`src/rtl/wb_uart_pkg.sv`:
```
// Shared definitions for the buffered Wishbone UART front-end: register
// offsets, STATUS / IRQ_EN bit positions and the bus handshake state.
package wb_uart_pkg;

    // Byte offsets of the registers inside the 4-word window
    localparam logic [3:0] REG_DATA   = 4'h0;
    localparam logic [3:0] REG_STATUS = 4'h4;
    localparam logic [3:0] REG_IRQ_EN = 4'h8;

    // STATUS register bit positions
    localparam int unsigned ST_RX_NONEMPTY = 0;
    localparam int unsigned ST_RX_FULL     = 1;
    localparam int unsigned ST_TX_EMPTY    = 2;
    localparam int unsigned ST_TX_FULL     = 3;
    localparam int unsigned ST_RX_OVERRUN  = 4;
    localparam int unsigned ST_TX_OVERFLOW = 5;
    localparam int unsigned ST_RX_CNT_LSB  = 8;
    localparam int unsigned ST_TX_CNT_LSB  = 16;

    // IRQ_EN register bit positions
    localparam int unsigned IRQ_RX_NONEMPTY = 0;
    localparam int unsigned IRQ_TX_EMPTY    = 1;
    localparam int unsigned IRQ_OVERRUN     = 2;

    typedef enum logic {ST_IDLE, ST_ACK} bus_state_e;

endpackage

```
`src/rtl/wb_uart_fifo_sync_fifo.sv`:
```
// Single-clock FIFO with occupancy count. A pop frees its slot in the same
// cycle, so a push alongside a pop is accepted even when the FIFO is full;
// a pop on an empty FIFO is ignored, so push+pop at empty just pushes.
module sync_fifo #(
    parameter int unsigned WIDTH = 8,
    parameter int unsigned DEPTH = 16
) (
    input  logic                       clk_i,
    input  logic                       rst_ni,
    input  logic                       push_i,
    input  logic [WIDTH-1:0]           din_i,
    input  logic                       pop_i,
    output logic [WIDTH-1:0]           dout_o,
    output logic                       full_o,
    output logic                       empty_o,
    output logic [$clog2(DEPTH):0]     count_o
);

    localparam int unsigned AW = $clog2(DEPTH);
    localparam logic [AW:0] FULL_CNT = (AW+1)'(DEPTH);

    logic [WIDTH-1:0] mem_q [DEPTH];
    logic [AW-1:0]    wr_ptr_q, rd_ptr_q;
    logic [AW:0]      count_q;
    logic             push_en, pop_en;

    assign pop_en  = pop_i & (count_q != '0);
    assign push_en = push_i & ((count_q != FULL_CNT) | pop_en);

    assign dout_o  = mem_q[rd_ptr_q];
    assign full_o  = (count_q == FULL_CNT);
    assign empty_o = (count_q == '0);
    assign count_o = count_q;

    // Storage array, written on accepted pushes only
    always_ff @(posedge clk_i) begin
        if (push_en) begin
            mem_q[wr_ptr_q] <= din_i;
        end
    end

    // Pointers wrap modulo DEPTH; count tracks occupancy
    always_ff @(posedge clk_i or negedge rst_ni) begin
        if (!rst_ni) begin
            wr_ptr_q <= '0;
            rd_ptr_q <= '0;
            count_q  <= '0;
        end else begin
            if (push_en) wr_ptr_q <= wr_ptr_q + AW'(1);
            if (pop_en)  rd_ptr_q <= rd_ptr_q + AW'(1);
            if (push_en && !pop_en)      count_q <= count_q + (AW+1)'(1);
            else if (pop_en && !push_en) count_q <= count_q - (AW+1)'(1);
        end
    end

endmodule

```
`src/rtl/wb_uart_fifo.sv`:
```
// Wishbone slave fronting a byte-stream UART with RX/TX FIFOs, a STATUS
// register with sticky error flags and a maskable level interrupt.
// Optional feature macro: WB_UART_FIFO_ERR_EN -- unmapped accesses and DATA
// writes without sel_i[0] terminate with err_o instead of ack_o.
module wb_uart_fifo
    import wb_uart_pkg::*;
#(
    parameter logic [31:0] BASE_ADDR  = 32'h0000_0800,
    parameter int unsigned FIFO_DEPTH = 16,
    parameter int unsigned DATA_W     = 8
) (
    input  logic              clk_i,
    input  logic              rst_ni,
    input  logic [31:0]       dat_i,
    output logic [31:0]       dat_o,
    input  logic [31:0]       adr_i,
    input  logic              we_i,
    input  logic [3:0]        sel_i,
    input  logic              cyc_i,
    input  logic              stb_i,
    output logic              ack_o,
    output logic              err_o,
    output logic [DATA_W-1:0] tx_data_o,
    output logic              tx_valid_o,
    input  logic              tx_ready_i,
    input  logic [DATA_W-1:0] rx_data_i,
    input  logic              rx_valid_i,
    output logic              irq_o
);

    localparam int unsigned CW = $clog2(FIFO_DEPTH) + 1;

    bus_state_e  state_q;
    logic        ack_q, err_q, irq_q;
    logic [31:0] dat_q;
    logic [2:0]  irq_en_q;
    logic        overrun_q, overflow_q;

    logic              req, hit, bad, err_c, wr_en;
    logic [3:0]        off;
    logic              tx_push, tx_pop, rx_pop, rx_pop_eff;
    logic              sts_wr, irqen_wr, overrun_set, overflow_set, irq_c;
    logic [31:0]       rdata;
    logic [DATA_W-1:0] rx_dout;
    logic              rx_full, rx_empty, tx_full, tx_empty;
    logic [CW-1:0]     rx_count, tx_count;
    logic              unused_bits;

    // Bytes received from the deserializer, drained by CPU DATA reads
    sync_fifo #(.WIDTH(DATA_W), .DEPTH(FIFO_DEPTH)) u_rx_fifo (
        .clk_i   (clk_i),
        .rst_ni  (rst_ni),
        .push_i  (rx_valid_i),
        .din_i   (rx_data_i),
        .pop_i   (rx_pop),
        .dout_o  (rx_dout),
        .full_o  (rx_full),
        .empty_o (rx_empty),
        .count_o (rx_count)
    );

    // Bytes written by the CPU, drained by the serializer
    sync_fifo #(.WIDTH(DATA_W), .DEPTH(FIFO_DEPTH)) u_tx_fifo (
        .clk_i   (clk_i),
        .rst_ni  (rst_ni),
        .push_i  (tx_push),
        .din_i   (dat_i[DATA_W-1:0]),
        .pop_i   (tx_pop),
        .dout_o  (tx_data_o),
        .full_o  (tx_full),
        .empty_o (tx_empty),
        .count_o (tx_count)
    );

    assign unused_bits = ^{adr_i[1:0], dat_i[31:DATA_W], sel_i[3:1]};

    // Address decode, side-effect strobes and read-data mux
    always_comb begin
        req          = cyc_i & stb_i & (state_q == ST_IDLE);
        hit          = (adr_i[31:4] == BASE_ADDR[31:4]);
        off          = {adr_i[3:2], 2'b00};
        wr_en        = we_i & sel_i[0];
        bad          = !hit || (we_i && (off == REG_DATA) && !sel_i[0]);
`ifdef WB_UART_FIFO_ERR_EN
        err_c        = bad;
`else
        err_c        = 1'b0;
`endif
        tx_push      = req & hit & (off == REG_DATA) & wr_en;
        rx_pop       = req & hit & (off == REG_DATA) & !we_i;
        rx_pop_eff   = rx_pop & !rx_empty;
        tx_pop       = !tx_empty & tx_ready_i;
        sts_wr       = req & hit & (off == REG_STATUS) & wr_en;
        irqen_wr     = req & hit & (off == REG_IRQ_EN) & wr_en;
        overrun_set  = rx_valid_i & rx_full & !rx_pop_eff;
        overflow_set = tx_push & tx_full & !tx_pop;
        irq_c        = (!rx_empty & irq_en_q[IRQ_RX_NONEMPTY])
                     | (tx_empty & irq_en_q[IRQ_TX_EMPTY])
                     | ((overrun_q | overflow_q) & irq_en_q[IRQ_OVERRUN]);
        rdata        = '0;
        if (hit && !we_i) begin
            case (off)
                REG_DATA:   if (!rx_empty) rdata = 32'(rx_dout);
                REG_STATUS: begin
                    rdata[ST_RX_NONEMPTY] = !rx_empty;
                    rdata[ST_RX_FULL]     = rx_full;
                    rdata[ST_TX_EMPTY]    = tx_empty;
                    rdata[ST_TX_FULL]     = tx_full;
                    rdata[ST_RX_OVERRUN]  = overrun_q;
                    rdata[ST_TX_OVERFLOW] = overflow_q;
                    rdata[ST_RX_CNT_LSB +: 8] = 8'(rx_count);
                    rdata[ST_TX_CNT_LSB +: 8] = 8'(tx_count);
                end
                REG_IRQ_EN: rdata = 32'(irq_en_q);
                default:    rdata = '0;
            endcase
        end
    end

    // Bus handshake FSM, registers, sticky flags (set beats clear) and irq
    always_ff @(posedge clk_i or negedge rst_ni) begin
        if (!rst_ni) begin
            state_q    <= ST_IDLE;
            ack_q      <= 1'b0;
            err_q      <= 1'b0;
            dat_q      <= '0;
            irq_en_q   <= '0;
            overrun_q  <= 1'b0;
            overflow_q <= 1'b0;
            irq_q      <= 1'b0;
        end else begin
            overrun_q  <= overrun_set | (overrun_q & !(sts_wr & dat_i[ST_RX_OVERRUN]));
            overflow_q <= overflow_set | (overflow_q & !(sts_wr & dat_i[ST_TX_OVERFLOW]));
            irq_q      <= irq_c;
            if (irqen_wr) irq_en_q <= dat_i[2:0];
            case (state_q)
                ST_IDLE: begin
                    if (cyc_i && stb_i) begin
                        state_q <= ST_ACK;
                        dat_q   <= rdata;
                        ack_q   <= !err_c;
                        err_q   <= err_c;
                    end
                end
                ST_ACK: begin
                    state_q <= ST_IDLE;
                    ack_q   <= 1'b0;
                    err_q   <= 1'b0;
                end
                default: state_q <= ST_IDLE;
            endcase
        end
    end

    assign dat_o = dat_q;
    assign ack_o = ack_q;
    assign err_o = err_q;
    assign irq_o = irq_q;
    assign tx_valid_o = !tx_empty;

endmodule

```
`config.mk`:
```
export PLATFORM = sky130hd
export DESIGN_NAME = wb_uart_fifo
export DESIGN_NICKNAME = d
export VERILOG_FILES = /design/src/rtl/wb_uart_pkg.sv /design/src/rtl/wb_uart_fifo_sync_fifo.sv /design/src/rtl/wb_uart_fifo.sv
export SDC_FILE = /design/constraint.sdc
export NUM_CORES = 1
export LEC_CHECK = 0
export CAP_MARGIN = 20
export CORE_MARGIN = 2
export CORE_UTILIZATION = 40
export DETAILED_ROUTE_END_ITERATION = 7
export GPL_TIMING_DRIVEN = 0
export HOLD_SLACK_MARGIN = 0.15
export SYNTH_ARGS = -nofsm -noshare
export SYNTH_HDL_FRONTEND = slang
export SYNTH_SLANG_ARGS = --single-unit
```
`constraint.sdc`:
```
create_clock -name clk_i -period 3.1 [get_ports clk_i]
set_clock_uncertainty 0.15 [all_clocks]
set_input_delay 0.465 -clock clk_i [delete_from_list [all_inputs] [get_ports clk_i]]
set_output_delay 0.465 -clock clk_i [all_outputs]
set_load 0.01 [all_outputs]
```
Placed standard cells:
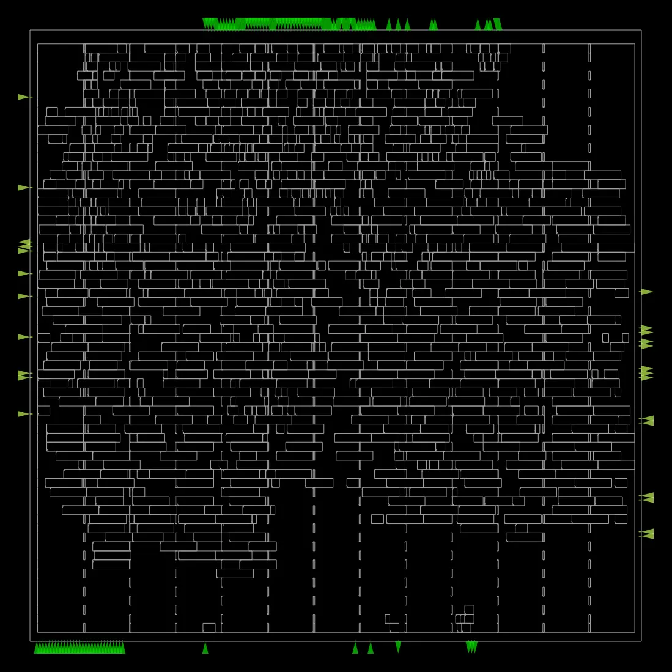
final cell count without fillers: 1338
Cell Rows: 65

Met2 routing:
(1.5 px per µm)
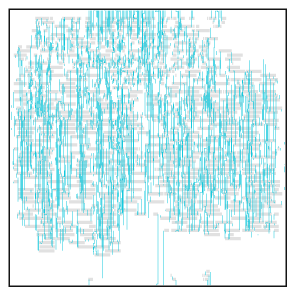
wire length on this layer: 14800 µm
nets with wire on the layer: 859
main direction: vertical
longest straight run: 88.7 µm
share of all routed wire: 51%
total number of vias: 7063
met2 usage: 0.297
final WL: 28.8 mm

==> reports/qor.tcl <==
set qor(dpl-instance-area_um2) 14500
set qor(crit_arrival_ps) 3400
set qor(netlist-cell-type-count) 68
set qor(cts_num_sinks) 308
set qor(grt_pass1_vias) 7236
set qor(holdCritPathClass) {flop to flop}
set qor(end_kind) {flop}
set qor(synth-seq-cells) 308
set qor(flop_cell) {sky130_fd_sc_hd__edfxtp_1}
set qor(path_max_fanout) 4
set qor(worst_setup_hold_path_clk_slew_ps) 60
set qor(tool_warnings) 65
set qor(edf_count) 256
set qor(cp-startpoint) {u_rx_fifo.count_o[0]}
set qor(hold_start) {dat_o[3]}
set qor(peakVddDrop_v) 0.000485
set qor(grt_antenna_before_repair) 0
set qor(final_antenna_net_count) 0
set qor(drtPass1Iterations) 4
set qor(async_set_or_reset_flop_fraction_in_the_synthesized_netlist) 0.169
set qor(ctsLongestPathBuffers) 3
set qor(dpl.cell_count) 1231
set qor(netlist_top_cells_count) {256 x sky130_fd_sc_hd__edfxtp_1, 62 x sky130_fd_sc_hd__mux4_2, 52 x sky130_fd_sc_hd__dfrtp_1}
set qor(top_logic_kind) {multiplexers}
set qor(postSynthSeqShare) 0.696
set qor(die_width_um) 184
set qor(netlist.area_leader.share) 0.595
set qor(worst_r2r_dst) {u_rx_fifo.count_o[4]}
set qor(slew_viol_final) 0
set qor(worst_ep_required_time_ps) 3380
set qor(wl_per_cell_um) 21.5
set qor(largest_area_contributor_in_the_netlist) {sky130_fd_sc_hd__edfxtp_1}
set qor(yosys_cells) 725
set qor(power_density_nw_per_um2) 726
set qor(netlist_instances) 725
set qor(core_area_um2) 31700
set qor(layout_top_cells_excl_fill_tap) {256 x sky130_fd_sc_hd__edfxtp_1, 62 x sky130_fd_sc_hd__mux4_2, 56 x sky130_fd_sc_hd__buf_4, 47 x sky130_fd_sc_hd__clkdlybuf4s50_1, 46 x sky130_fd_sc_hd__dfrtp_1}
set qor(detailedRoute.firstIterationViolations) 367
set qor(synth.yosys.warnings) 0
set qor(crit-reg2reg-launch) {u_rx_fifo.count_o[0]}
set qor(post_synth.cell_area_avg_um2) 17.8
set qor(worst_setup_path_endpoint) {u_rx_fifo.count_o[4]}
set qor(global_route_wire_length_before_repair_mm) 44.0
set qor(synth_simple_gate_area_share) 0.0670
set qor(viasPerCell) 5.28
set qor(pin_count_of_the_biggest_net_entering_global_routing) 32
set qor(rsz0062_at_grt) {yes}
set qor(initial_core_util) 0.407
set qor(synthMostInstantiatedCell) {sky130_fd_sc_hd__edfxtp_1}
set qor(num_antenna_cells) 0
set qor(maxSlewHeadroom) 0.410
set qor(synth.top_cells.by_area) {sky130_fd_sc_hd__edfxtp_1 60%, sky130_fd_sc_hd__mux4_2 11%, sky130_fd_sc_hd__dfrtp_1 10%}
set qor(timing.fmax_mhz) 321
set qor(die_height_um) 184
set qor(yosys.area_share.aoi) 0.0476
set qor(post_route_cells_drive_above_1_share) 0.288
set qor(result_of_the_run) {finished with violations}
set qor(clock_tree_from_tritoncts) {yes}
set qor(post-place-ws_ps) -991
set qor(xor_share) 0.0136
set qor(floorplan.die_area_um2) 33700
set qor(finalHoldViolations) 0
set qor(post-route-worst-setup-slack_ps) -18.2
set qor(total_global_route_track_usage) 0.173
set qor(finalCriticalPeriod_ps) 3120
set qor(timing.critical_path.from_type) {flop}
set qor(synthMuxAreaShare) 0.127
set qor(transition_time_at_the_pin_with_the_least_slew_margin_ps) 885
set qor(failed_checks) {negative setup slack}
set qor(cts_max_level) 2
set qor(finalClockPeriodUsage) 1.01
set qor(finalWeightedCongestion) 0.745
set qor(floorplan.io_pins) 127
set qor(timing.final.setup_violations) 1
set qor(dp.final_hpwl_mm) 19.3
set qor(setup.reg_to_reg.worst_slack_ps) -20
set qor(number_of_max_cap_violations) 0
set qor(yosysChipArea_um2) 12900
set qor(clkLatencyLatePin_ps) 520
The metal 1 layer:
(2 px per µm) Supply wires on this layer in gray.
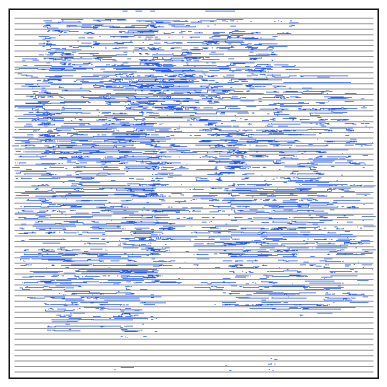
share of all routed wire: 43%
wire length on this layer: 12300 µm
main direction: horizontal
longest straight run: 58.4 µm
met1 Track Usage GR: 0.232

M3 wires:
(2 px per µm)
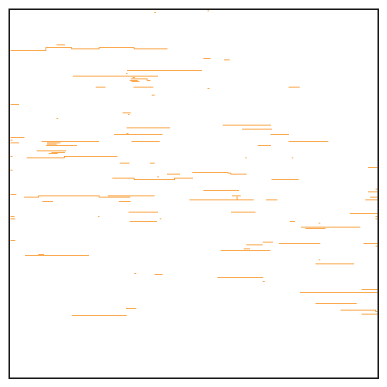
main direction: horizontal
nets with wire on the layer: 68
share of all routed wire: 3.9%
longest straight run: 42.3 µm
GR met3 Demand/Resource: 0.0258

metrics by stage:
stage                util  total power (W)
finish              0.510           0.0117
global placement    0.454          0.00741
global route        0.510           0.0122
CTS                 0.505           0.0118
floorplan               -          0.00657
detailed placement  0.458          0.00747
cell families after synthesis:
group                    Yosys count
flip-flops                       308
multiplexers                      85
other                              1
XOR/XNOR                          20
AND/OR/NAND/NOR                  132
buffers and inverters             71
adder cells (fa/ha/maj)           21
AND-OR/OR-AND                     87
what timing repair did:
action,CTS,global route
hold buffers,1,0
pin swaps,14,20
buffers inserted,33,11
endpoints found under the hold margin,30,0
gates resized,82,34
gates cloned,1,0
endpoints found under the setup margin,75,44
layout make-up:
cell class | instances | area [µm²]
Multi-Input combinational cell | 360 | 3850
Fill cell | 2622 | 15500
Inverter | 19 | 81.3
Sequential cell | 308 | 9000
Timing Repair Buffer | 137 | 1320
Buffer | 48 | 304
Clock inverter | 13 | 133
Tap cell | 402 | 503
Clock buffer | 51 | 997
sequential cells by signal (all words and copies together), names as in the netlist, 3 cells and up:
signal / cells
dat_o: 18
irq_en_q: 3
u_tx_fifo.rd_ptr_q: 4
u_rx_fifo.rd_ptr_q: 4
u_tx_fifo.count_o: 5
u_tx_fifo.mem_q: 128
u_rx_fifo.count_o: 5
u_rx_fifo.wr_ptr_q: 4
u_tx_fifo.wr_ptr_q: 4
u_rx_fifo.mem_q: 128
worst max-delay path: stages (launching register included):
cell and delay (ps):
sky130_fd_sc_hd__dfrtp_2 400, sky130_fd_sc_hd__or4_4 550, sky130_fd_sc_hd__o21ai_4 180, sky130_fd_sc_hd__nor4b_4 70
sky130_fd_sc_hd__buf_6 130, sky130_fd_sc_hd__o21ai_4 130, sky130_fd_sc_hd__inv_2 70, sky130_fd_sc_hd__ha_4 180
sky130_fd_sc_hd__inv_4 60, sky130_fd_sc_hd__ha_4 190, sky130_fd_sc_hd__nor2b_1 120, sky130_fd_sc_hd__o21a_1 190
sky130_fd_sc_hd__or3_1 320, sky130_fd_sc_hd__a21oi_2 140, sky130_fd_sc_hd__xor2_1 150
worst min-delay path by stage:
stage | endpoint | slack, ps | cells past startpoint
3_3_place_gp | dat_o[3] | 320 | 2
6_report | dat_o[3] | 330 | 2
4_1_cts | dat_o[3] | 340 | 2
2_1_floorplan | ack_o | 20 | 0
3_5_place_dp | dat_o[3] | 320 | 2
5_1_grt | dat_o[10] | 370 | 1
layer usage:
metal | part of all wire | GRT usage | vias to the layer above
li1 | - | - | 3245
met1 | 0.43 | 0.232 | 3620
met2 | 0.51 | 0.297 | 155
met3 | 0.039 | 0.0258 | 43
met4 | 0.021 | 0.0474 | 0
met5 | 0 | 0 | -
where the power goes:
part | leakage [nW] | internal, W | total, W | switching [W]
Clock | 0.548 | 0.00241 | 0.00401 | 0.00160
Sequential | 2.96 | 0.00481 | 0.00501 | 0.000199
Combinational | 2.24 | 0.00142 | 0.00272 | 0.00130
Total | 5.74 | 0.00864 | 0.0117 | 0.00310
No activity file was given, so power comes from the tool's default toggle rates.
